Figure 1. Where the registers sit (run 1).
Scale: 2 px per um.
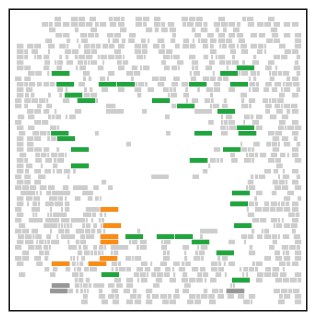
Figure 2. M3 wires (run 1).
Scale: 2 px per um. Cells faint in the background.
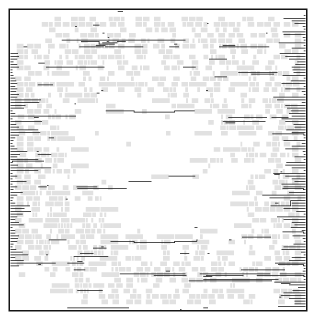
Figure 3. Routing congestion map (run 1).
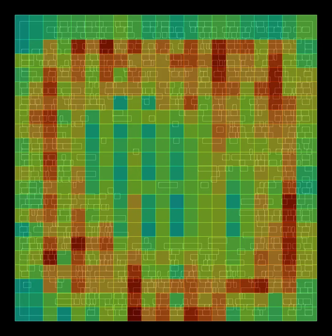
Design nonce_collector_flat, sky130hd; sources not shown.
==> GITHUB_STEP_SUMMARY, run 1 <==
### Metrics collected by this job

| Metric | Value |
|---|---|
| Status | complete, no violations |
| Core ar. | 20700 um^2 |
| Fmax | 0.187 GHz |
| CTS tree | built |
| Post-CTS Setup Bufs | 0 |
| Yosys cell count | 616 |
| Die ar. | 22200 um^2 |
| Count leader, synth | nand2_1 |
| Main synth FF type | dfrtp_1 |
| Hold Path Depth | 2 |
| Final setup TNS | 0 ns |
| Endpoints failing setup | 0 |
| IO Pins | 379 |
| Slew HR | 23.9% |
| Worst slew pin tran | 1.14 ns |
| Worst-Skew Late Latency | 0.29 ns |
| Post-synth ARST share | 100% |
| Share of cells above drive strength 1 | 4.31% |
| Synthesis Warnings | 0 |
| Worst slack, placed | 0.130 ns |
| Starting Density | 22.8% |
| Num CTS Buffers | 5 |
| Syn Area/Cell | 7.65 um^2 |
| Horiz. Die Dim | 148 um |
| DRT antenna net count | 0 |
| Adder Area Share | 5.36% |
| Max reg flops | 32 |
| DPL Wire Length | 19700 um |
| Initial antenna violation count | 0 |
| Iter 0 DRT Violations | 435 |
| Hold_buf cts | 0 |
| Synth-to-Final Area Change | 88.8% |
| Final WS setup | 0.447 ns |
| Die y size | 150 um |
| Pwr/cell area | 204 nW/um^2 |
| CTS Sinks | 42 |
| Synthesized flop and latch total | 42 |
| Antenna cells | 0 |
| Routability cong. | 0.824 |
| Synth top cells by count | nand2_1, nor3_1, o22ai_1 |
| Top non-seq family | AND-OR/OR-AND gates |
| Seq share, synth | 22.3% |
| XORs/XNORs by Area | 0.743% |
| Post-synthesis cell area | 4710 um^2 |
| Netlist cell types | 47 |
| Placed cells | 1218 |
| Detailed-route via count | 6593 |
| Fillers | 2121 |
-- Figure 1 (at the start) --
- u_core.count: orange (sequential cells 7)
- u_core.nc.nonce_o: green (sequential cells 32)
post-layout util: 43.0%
Seq area share: 11.8%
Reg area: 1050 um^2
Sequential Power: 0.406 mW

-- Figure 2 (at the start) --
- wire length on this layer: 2050 um
- nets with wire on the layer: 237
- main direction: horizontal
- longest straight run: 61.6 um
- share of all routed wire: 7.6%
met3 Use GR: 5.15%
routed wire length: 27000 um

-- Figure 3 (at the start) --
gr usage total: 23.2%
gr busiest metal: met2
drt wl/cell: 22.1 um
GR Layer Usage met2: 40.3%
routing usage on met1: 28.6%

==> run 1: where the power goes <==
group          switching [mW]  internal [mW]  leakage [nW]  total (mW)
registers              0.0424          0.364         0.526       0.406
clock network           0.118          0.171        0.0739       0.289
logic                   0.611          0.509          2.65        1.12
==> run 1: cell usage in the layout, fill, tap and decap left out, types with 3 or more instances in the layout <==
master / n
nand2_1: 82
a21o_1: 4
clkdlybuf4s50_1: 378
clkbuf_16: 5
dfrtp_1: 42
o21ai_0: 5
inv_1: 19
a32oi_1: 31
o41ai_1: 31
ha_1: 9
nor2_1: 35
nor2b_1: 6
o2bb2ai_1: 31
buf_4: 18
a22oi_1: 36
fa_1: 7
a21oi_1: 5
xnor2_1: 3
a221o_1: 31
o22ai_1: 63
nor3_1: 64
mux2i_1: 5
==> run 1: kinds of logic (layout without fill, tap and decap cells) <==
| group | count (synthesis) | count (layout) |
|---|---|---|
| AND-OR/OR-AND | 258 | 258 |
| AND/OR/NAND/NOR | 199 | 199 |
| buffers and inverters | 89 | 424 |
| flip-flops | 42 | 42 |
| adder cells (fa/ha/maj) | 16 | 16 |
| multiplexers | 8 | 8 |
| XOR/XNOR | 4 | 4 |
==> run 1: metal layers <==
| layer | track usage (%) | vias up | wire length (um) |
|---|---|---|---|
| met2 | 40.3 | 323 | 13300 |
| li1 | - | 3126 | - |
| met1 | 28.6 | 3107 | 11000 |
| met3 | 5.15 | 37 | 2050 |
| met4 | 7.10 | 0 | 641 |
| met5 | 0 | - | 0 |
==> run 1: stage by stage <==
stage	hold slack (ns)	total power, mW	util [%]	instance area, um^2
4_1_cts	0.326	1.83	43.0	8900
3_5_place_dp	0.313	1.53	42.3	8750
3_3_place_gp	0.305	1.52	42.3	8750
5_1_grt	0.345	1.93	43.0	8900
6_report	0.320	1.82	43.0	8900
2_1_floorplan	0.291	0.994	-	4430
==> run 1: area by class of cell <==
type | count | share of cell area (%)
clock buffer | 7 | 1.60
clock inverter | 1 | 0.0563
tap | 275 | 3.87
inverter | 20 | 0.844
sequential | 42 | 11.8
timing repair buffer | 396 | 44.0
multi-input combinational | 485 | 37.8
==> run 1: critical path: stages <==
cell	delay (ns)
clkdlybuf4s50_1	0.53
ha_1	0.25
inv_1	0.06
fa_1	0.42
fa_1	0.51
fa_1	0.43
fa_1	0.37
inv_1	0.10
fa_1	0.44
fa_1	0.43
a21o_1	0.19
a21oi_1	0.19
nor2_1	0.10
and2_1	0.18
a211oi_1	0.32
buf_4	0.20
o31ai_1	0.07
--- run 2 (diff from run 1) ---
CAP_MARGIN = 10   (was 0)
SKIP_CTS_REPAIR_TIMING = 1   (was default)
Figure 4. M3 wires (run 2).
Scale: 2 px per um. Cells faint in the background.
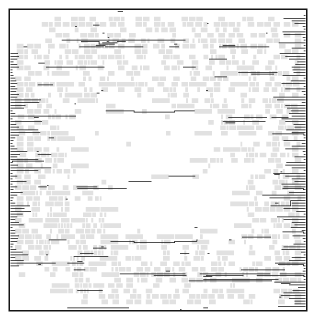
- main direction: horizontal
- share of all routed wire: 7.6%
- longest straight run: 61.6 um
- nets with wire on the layer: 237
- wire length on this layer: 2050 um
detailed-route via count: 6593

Figure 5. Where the registers sit (run 2).
Scale: 2 px per um.
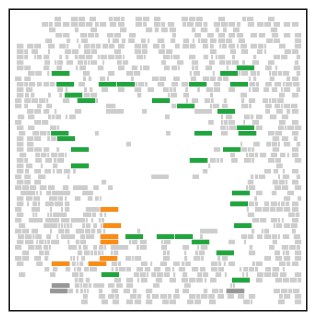
- u_core.count: orange (sequential cells 7)
- u_core.nc.nonce_o: green (sequential cells 32)
- not colored: 3

==> run 2 against run 1 <==
Compared with the run above:
- synthesized cell count unchanged
- combinational power hardly changed
- routed wire length did not move
- sequential share of layout area is the same
- largest cell class unchanged
- highest routed layer unchanged
==> GITHUB_STEP_SUMMARY, run 2 <==
### Metrics collected by this job

| Metric | Value |
|---|---|
| DPL Wire Length | 19700 um |
| Top Layout Cells | clkdlybuf4s50_1, nand2_1, nor3_1 |
| Status | complete, no violations |
| Routability cong. | 0.824 |
| Seq share, synth | 22.3% |
| Finished Cell Area | 8900 um^2 |
| Num CTS Buffers | 5 |
| DRT antenna net count | 0 |
| Synth-to-Final Area Change | 88.8% |
| Worst path depth | 17 |
| Top non-seq family | AND-OR/OR-AND gates |
| Horiz. Die Dim | 148 um |
| Most frequent logic cell in the layout | clkdlybuf4s50_1 |
| Die ar. | 22200 um^2 |
| Post-synth ARST share | 100% |
| Gate power share | 61.7% |
| Worst slack, placed | 0.130 ns |
| Placed standard-cell area | 8750 um^2 |
| Iter 0 DRT Violations | 435 |
| Syn Area/Cell | 7.65 um^2 |
| Switching power share of the total | 42.5% |
| Final setup TNS | 0 ns |
| Internal Power | 1.04 mW |
| Crit path cell chain | clkdlybuf4s50_1 -> ha_1 -> inv_1 -> fa_1 -> fa_1 -> fa_1 -> fa_1 -> inv_1 -> fa_1 -> fa_1 -> a21o_1 -> a21oi_1 -> nor2_1 -> and2_1 -> a211oi_1 -> buf_4 -> o31ai_1 |
| Pwr/cell area | 204 nW/um^2 |
| Largest delay share family, worst path | adder cells |
| Drt wl/cell | 22.1 um |
| Yosys cell count | 616 |
| Clk pwr share | 15.9% |
| WHS | 0.320 ns |
| XORs/XNORs by Area | 0.743% |
| Synth top cells by count | nand2_1, nor3_1, o22ai_1 |
| Endpoints failing setup | 0 |
| IO Pins | 379 |
| Share of cells above drive strength 1 | 4.31% |
| CTS Sinks | 42 |
| Die y size | 150 um |
==> run 2: cell counts in the layout (fill, tap and decap cells not counted) <==
No cell type changed its count.
==> run 2: cells by family after synthesis <==
group	after synthesis
adders and majority gates	16
and+or+nand+nor	199
buffers and inverters	89
DFF	42
xor gates and xnor gates	4
AOI/OAI and AO/OA	258
muxes	8
==> run 2: worst reg2reg max path: stages (launching register included) <==
cell and delay (ns):
dfrtp_1 0.38, nor2b_1 0.13, ha_1 0.24, fa_1 0.47, a21o_1 0.19, a21oi_1 0.19, nor2_1 0.10, and2_1 0.18
a211oi_1 0.32, buf_4 0.20, o31ai_1 0.07
==> run 2: layout make-up <==
| cell class | instances | area [um^2] |
|---|---|---|
| Inverter | 20 | 75.1 |
| Clock inverter | 1 | 5.00 |
| Timing Repair Buffer | 396 | 3920 |
| Clock buffer | 7 | 143 |
| Fill cell | 2121 | 11800 |
| Sequential cell | 42 | 1050 |
| Multi-Input combinational cell | 485 | 3360 |
| Tap cell | 275 | 344 |
==> run 2: per-layer routing <==
metal,vias to the layer above,global-route usage [%],wire length [um]
met5,-,0,0
met4,0,7.10,641
met3,37,5.15,2050
met2,323,40.3,13300
met1,3107,28.6,11000
li1,3126,-,-
==> run 2: power by group through the flow <==
| stage | sequential [mW] | combinational, mW | clock [mW] |
|---|---|---|---|
| after floorplan | 0.585 | 0.410 | 0 |
| final | 0.406 | 1.12 | 0.289 |
| after global routing | 0.416 | 1.20 | 0.315 |
| after CTS | 0.406 | 1.13 | 0.302 |
| after detailed placement | 0.408 | 1.12 | 0 |
| after global placement | 0.406 | 1.12 | 0 |
==> run 2: metrics by stage <==
stage,cells,utilization [%]
after CTS,1226,43.0
after detailed placement,1218,42.3
after global placement,1218,42.3
after global routing,1226,43.0
after floorplan,547,-
final,1226,43.0
Power is estimated from default activity; no workload was simulated.
